==> run_1/wire_density.png <==
37 x 37 tiles, from dark blue (low) to red (high), scaled to the fullest tile. Values are wire area over tile area, all layers added.
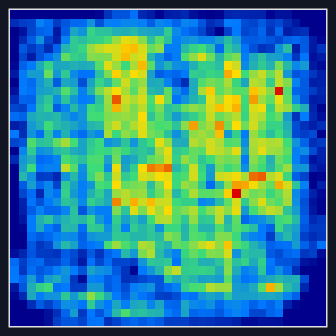
==> run_1/clock_map.png <==
The bar under the picture is 50 um long.
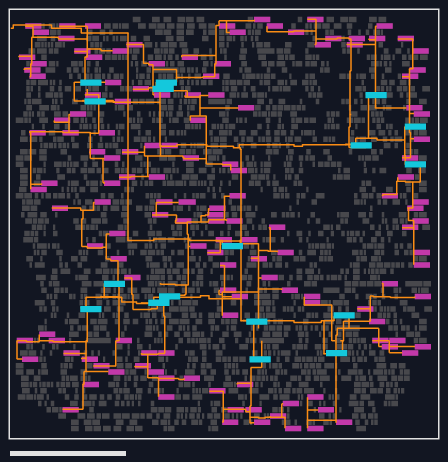
==> run_1/cell_classes.png <==
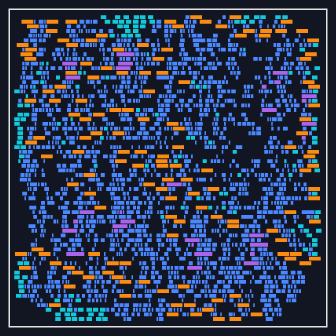
[config.mk]
export PLATFORM = sky130hd
export DESIGN_NAME = ex_muldiv_seq_flat
export DESIGN_NICKNAME = d
export VERILOG_FILES = /design/src/rtl/ex_muldiv_seq_if.sv /design/src/rtl/ex_muldiv_seq.sv /design/src/flat_wrapper.sv
export SDC_FILE = /design/constraint.sdc
export NUM_CORES = 1
export LEC_CHECK = 0
export CORE_MARGIN = 2
export CORE_UTILIZATION = 45
export CTS_CLUSTER_SIZE = 10
export DETAILED_ROUTE_END_ITERATION = 10
export HOLD_SLACK_MARGIN = 0.08
export PLACE_DENSITY = 0.61
export RECOVER_POWER = 100
export SLEW_MARGIN = 10
export SYNTH_ARGS = -nofsm -noshare
export SYNTH_HDL_FRONTEND = slang
export SYNTH_SLANG_ARGS = --single-unit
export TNS_END_PERCENT = 50
[constraint.sdc]
create_clock -name clk -period 6.8 [get_ports clk]
set_input_delay 2.04 -clock clk [delete_from_list [all_inputs] [get_ports clk]]
set_output_delay 2.04 -clock clk [all_outputs]
set_load 0.005 [all_outputs]
[src/rtl/ex_muldiv_seq_if.sv]
// EX-stage mul/div request/response bundle; master drives the op, slave returns stall/done/result.
// Combinational interface only: no latency, stall_out is the slave's backpressure to the pipeline.
interface ex_muldiv_seq_if #(
    parameter int XLEN = 32
);
    logic            start;
    logic [2:0]      funct3;
    logic [XLEN-1:0] opa;
    logic [XLEN-1:0] opb;
    logic            flush;
    logic            stall_out;
    logic            done;
    logic [XLEN-1:0] result;

    modport master (
        output start, funct3, opa, opb, flush,
        input  stall_out, done, result
    );

    modport slave (
        input  start, funct3, opa, opb, flush,
        output stall_out, done, result
    );
endinterface

[src/rtl/ex_muldiv_seq.sv]
// RV32M iterative shift-add multiplier / restoring divider: done XLEN+1 cycles after start (1 for div special cases).
// Backpressure: stall_out holds the pipeline from the accepting cycle until DONE; flush aborts at any point.
module ex_muldiv_seq #(
    parameter int XLEN = 32
) (
    input  logic          clk,
    input  logic          rst,
    ex_muldiv_seq_if.slave bus
);
    localparam int CW = $clog2(XLEN) + 1;

    typedef enum logic [1:0] {S_IDLE, S_MUL, S_DIV, S_DONE} state_t;

    state_t            r_state;
    state_t            w_next;
    logic [XLEN-1:0]   r_acc;
    logic [XLEN-1:0]   r_mpl;
    logic [XLEN-1:0]   r_mcand;
    logic [XLEN-1:0]   r_result;
    logic [2:0]        r_funct3;
    logic              r_neg;
    logic              r_rneg;
    logic              r_spec;
    logic [CW-1:0]     r_cnt;

    logic              w_accept;
    logic              w_a_signed;
    logic              w_b_signed;
    logic              w_a_neg;
    logic              w_b_neg;
    logic [XLEN-1:0]   w_a_mag;
    logic [XLEN-1:0]   w_b_mag;
    logic              w_div0;
    logic              w_ovf;
    logic              w_special;
    logic [XLEN-1:0]   w_spec_val;
    logic [XLEN:0]     w_mul_sum;
    logic [XLEN:0]     w_div_sh;
    logic              w_div_ge;
    logic [XLEN-1:0]   w_div_diff;
    logic [2*XLEN-1:0] w_prod;
    logic [XLEN-1:0]   w_quo;
    logic [XLEN-1:0]   w_rem;
    logic [XLEN-1:0]   w_final;
    logic              w_done;

    assign w_accept = (r_state == S_IDLE) && bus.start && !bus.flush;

    always_comb begin
        w_a_signed = 1'b1;
        w_b_signed = 1'b1;
        case (bus.funct3)
            3'b010:                 w_b_signed = 1'b0;
            3'b011, 3'b101, 3'b111: begin
                w_a_signed = 1'b0;
                w_b_signed = 1'b0;
            end
            default: ;
        endcase
    end

    assign w_a_neg = w_a_signed && bus.opa[XLEN-1];
    assign w_b_neg = w_b_signed && bus.opb[XLEN-1];
    assign w_a_mag = w_a_neg ? -bus.opa : bus.opa;
    assign w_b_mag = w_b_neg ? -bus.opb : bus.opb;

    // Divide-by-zero and signed INT_MIN/-1 skip the iteration; the answer is parked in r_acc.
    assign w_div0     = (bus.opb == '0);
    assign w_ovf      = w_a_signed && (bus.opa == {1'b1, {(XLEN-1){1'b0}}}) && (bus.opb == '1);
    assign w_special  = bus.funct3[2] && (w_div0 || w_ovf);
    assign w_spec_val = w_div0 ? (bus.funct3[1] ? bus.opa : '1)
                               : (bus.funct3[1] ? '0 : bus.opa);

    assign w_mul_sum  = {1'b0, r_acc} + (r_mpl[0] ? {1'b0, r_mcand} : {(XLEN+1){1'b0}});
    assign w_div_sh   = {r_acc, r_mpl[XLEN-1]};
    assign w_div_ge   = (w_div_sh >= {1'b0, r_mcand});
    assign w_div_diff = w_div_sh[XLEN-1:0] - r_mcand;

    always_comb begin
        w_prod  = {r_acc, r_mpl};
        if (r_neg) begin
            w_prod = -w_prod;
        end
        w_quo   = r_neg  ? -r_mpl : r_mpl;
        w_rem   = r_rneg ? -r_acc : r_acc;
        w_final = '0;
        if (r_spec) begin
            w_final = r_acc;
        end else begin
            case (r_funct3)
                3'b000:                 w_final = w_prod[XLEN-1:0];
                3'b001, 3'b010, 3'b011: w_final = w_prod[2*XLEN-1:XLEN];
                3'b100, 3'b101:         w_final = w_quo;
                default:                w_final = w_rem;
            endcase
        end
    end

    always_ff @(posedge clk) begin
        if (rst) begin
            r_state <= S_IDLE;
        end else begin
            r_state <= w_next;
        end
    end

    always_comb begin
        w_next        = r_state;
        bus.stall_out = 1'b0;
        if (bus.flush) begin
            w_next = S_IDLE;
        end else begin
            case (r_state)
                S_IDLE: if (bus.start) begin
                    if (w_special)          w_next = S_DONE;
                    else if (bus.funct3[2]) w_next = S_DIV;
                    else                    w_next = S_MUL;
                end
                S_MUL, S_DIV: if (r_cnt == CW'(1)) w_next = S_DONE;
                default: w_next = S_IDLE;
            endcase
        end
        case (r_state)
            S_IDLE:       bus.stall_out = bus.start && !bus.flush;
            S_MUL, S_DIV: bus.stall_out = 1'b1;
            default:      bus.stall_out = 1'b0;
        endcase
    end

    assign w_done     = (r_state == S_DONE) && !bus.flush;
    assign bus.done   = w_done;
    assign bus.result = w_done ? w_final : r_result;

    always_ff @(posedge clk) begin
        if (rst) begin
            r_acc    <= '0;
            r_mpl    <= '0;
            r_mcand  <= '0;
            r_result <= '0;
            r_funct3 <= '0;
            r_neg    <= 1'b0;
            r_rneg   <= 1'b0;
            r_spec   <= 1'b0;
            r_cnt    <= '0;
        end else begin
            if (w_accept) begin
                r_funct3 <= bus.funct3;
                r_cnt    <= CW'(XLEN);
                r_spec   <= w_special;
                r_mpl    <= w_a_mag;
                r_mcand  <= w_b_mag;
                r_acc    <= w_special ? w_spec_val : '0;
                r_neg    <= w_a_neg ^ w_b_neg;
                r_rneg   <= w_a_neg;
            end else if (!bus.flush && r_state == S_MUL) begin
                r_acc <= w_mul_sum[XLEN:1];
                r_mpl <= {w_mul_sum[0], r_mpl[XLEN-1:1]};
                r_cnt <= r_cnt - CW'(1);
            end else if (!bus.flush && r_state == S_DIV) begin
                r_acc <= w_div_ge ? w_div_diff : w_div_sh[XLEN-1:0];
                r_mpl <= {r_mpl[XLEN-2:0], w_div_ge};
                r_cnt <= r_cnt - CW'(1);
            end
            if (w_done) begin
                r_result <= w_final;
            end
        end
    end
endmodule

[src/flat_wrapper.sv]
// flat-port wrapper written by rule: the top's interface ports become plain ports
module ex_muldiv_seq_flat 
#(
    parameter int XLEN = 32
)
  (clk, rst, bus_start, bus_funct3, bus_opa, bus_opb, bus_flush, bus_stall_out, bus_done, bus_result);
  ex_muldiv_seq_if #(.XLEN(XLEN)) bus_i ();
  input  logic clk;
  input  logic rst;
  input wire logic [$bits(bus_i.start)-1:0] bus_start;
  input wire logic [$bits(bus_i.funct3)-1:0] bus_funct3;
  input wire logic [$bits(bus_i.opa)-1:0] bus_opa;
  input wire logic [$bits(bus_i.opb)-1:0] bus_opb;
  input wire logic [$bits(bus_i.flush)-1:0] bus_flush;
  output wire logic [$bits(bus_i.stall_out)-1:0] bus_stall_out;
  output wire logic [$bits(bus_i.done)-1:0] bus_done;
  output wire logic [$bits(bus_i.result)-1:0] bus_result;
  assign bus_i.start = bus_start;
  assign bus_i.funct3 = bus_funct3;
  assign bus_i.opa = bus_opa;
  assign bus_i.opb = bus_opb;
  assign bus_i.flush = bus_flush;
  assign bus_stall_out = bus_i.stall_out;
  assign bus_done = bus_i.done;
  assign bus_result = bus_i.result;
  ex_muldiv_seq #(.XLEN(XLEN)) u_core (.clk(clk), .rst(rst), .bus(bus_i));
endmodule
==> out/results.ini, run 1 <==
[logic_synthesis]
edf_count = 0
top_area_share_pct = 19.3
syn_avg_cell_area_um2 = 6.96
synth_area_um2 = 14700
ys_types = 86
synthTopCellsByCount = nor2_1, nand2_1, a21oi_1
simple_gate_share_pct = 24.2
topCellsByArea = dfxtp_1, ha_1, a21oi_1

[status]
violations = max-capacitance violations, max-slew violations
status = complete, but fails checks

[finish]
inverters_excl_clock = 74
n_all_buffers = 150
layout_top_cell = nor2_1
regArea_um2 = 2840

[power]
seqPwrFrac_pct = 27.7
netSwitchingFraction_pct = 42.8
combPwrFrac_pct = 43.4
p_int_mw = 2.07
seq_cell_power_mw = 1.01

[flow_run]
tool_warnings = 31
max_cap_violations = 4

[clocking]
clockRootBuffer = clkbuf_16
insertion_delay_ps = 470
cts_buffers = 17
postCtsHoldBufs = 0
cts.sinks = 142

[final_timing]
fin_ws_ps = 138
tns_ps = 0
slew_violations = 230
post-route-min-period_ps = 6660
hold_slack_ps = 451

[placement]
placed_cells_incl_taps = 2546

[routing]
wirelength_met1_mm = 26.7
route.vias.total = 16700
wl_met2_mm = 26.8
drc = 0
vias_per_cell = 6.49
routed-wl-met3_mm = 5.98
antenna_left = 0

[setup_path]
r2r_slack_ps = 2250
required_ps = 4760
cp-start-kind = input port
reg2reg_from = u_core.r_mpl[0]$_SDFFE_PP0P_

[floorplan]
die_width_um = 185

About wire_density.png:
densest ninth of the die: center
mean over tiles: 0.31
nearly empty tiles: 6.8%
emptiest ninth of the die: south-west
fullest tile: 0.87
tiles over half the peak: 26%

About clock_map.png:
legend:
  flip-flops:
    color: magenta
    count: 142
  cells driving clock nets:
    color: cyan
    count: 17
  clock wires:
    color: orange
    length: 2,550 um
flops lie: all over the die
routed clock nets: 18
clock share of power: 28.8%
Layout Skew: 17.7 ps

About cell_classes.png:
legend:
  other buffers and delay cells:
    color: cyan
    cells: 150
    share_of_their_area: 8.4%
  clock drivers and dummy loads:
    color: purple
    cells: 31
    share_of_their_area: 3.9%
  flip-flops:
    color: orange
    cells: 142
    share_of_their_area: 18%
  all other logic:
    color: blue
    cells: 1,812
    share_of_their_area: 70%
final core utilization: 51.4%
Core Region: 32,400 um^2

==> run 2, diff against run 1 <==
--- a/config.mk
+++ b/config.mk
@@ -9,6 +9,7 @@
 export CORE_UTILIZATION = 45
 export CTS_CLUSTER_SIZE = 10
 export DETAILED_ROUTE_END_ITERATION = 10
+export GPL_TIMING_DRIVEN = 1
 export HOLD_SLACK_MARGIN = 0.08
 export PLACE_DENSITY = 0.61
 export RECOVER_POWER = 100
==> run_2/wire_density.png <==
37 x 37 tiles, from dark blue (low) to red (high), scaled to the fullest tile. Values are wire area over tile area, all layers added.
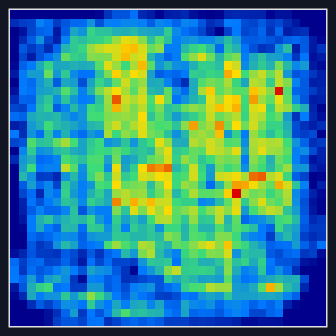
densest ninth of the die: center
mean over tiles: 0.31
nearly empty tiles: 6.8%
emptiest ninth of the die: south-west
fullest tile: 0.87
post-DR wirelength/cell: 24.2 um
total number of vias: 16,700
total track usage: 36.2%
Post-Route WL: 62.4 mm

==> run_2/clock_map.png <==
The bar under the picture is 50 um long.
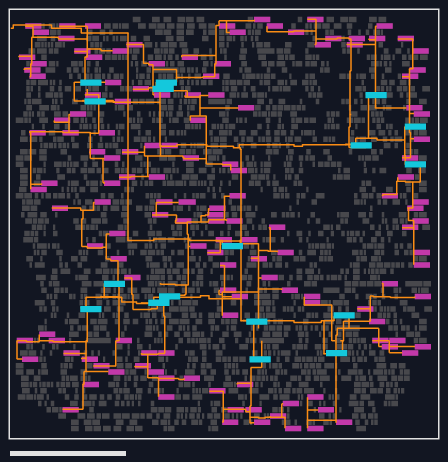
clock-net power: 1.05 mW
Late-Pin Clk Latency: 470 ps

==> run_2/cell_classes.png <==
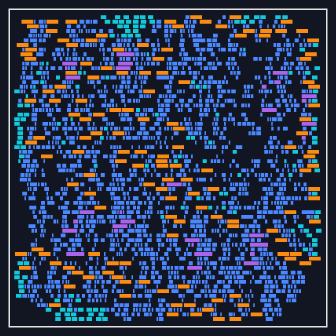
Seq/total area: 17.1%
# rows: 66
Final Cell Area: 16,600 um^2

==> out/results.ini, run 2 <==
[status]
status = complete, but fails checks  ; unchanged
violations = max-capacitance violations, max-slew violations  ; unchanged

[placement]
placed_cells_incl_taps = 2546  ; unchanged

[clocking]
cts_buffers = 17  ; unchanged
postCtsHoldBufs = 0  ; unchanged
clockRootBuffer = clkbuf_16  ; unchanged

[finish]
layout_top_cell = nor2_1  ; unchanged
final_util_pct = 51.4  ; unchanged
n_all_buffers = 150  ; unchanged
regArea_um2 = 2840  ; unchanged

[logic_synthesis]
synth_area_um2 = 14700  ; unchanged
ys_types = 86  ; unchanged
top_area_share_pct = 19.3  ; unchanged
edf_count = 0  ; unchanged

[final_timing]
skew_ps = 17.7  ; unchanged
slew_violations = 230  ; unchanged
tns_ps = 0  ; unchanged

[power]
p_int_mw = 2.07  ; unchanged

[setup_path]
required_ps = 4760  ; about the same
r2r_slack_ps = 2250  ; about the same
reg2reg_from = u_core.r_mpl[0]$_SDFFE_PP0P_  ; unchanged

[routing]
wl_met2_mm = 26.8  ; unchanged
antenna_left = 0  ; unchanged
wirelength_met1_mm = 26.7  ; unchanged
vias_per_cell = 6.49  ; unchanged

[flow_run]
max_cap_violations = 4  ; unchanged

No activity file was given, so power comes from the tool's default toggle rates.
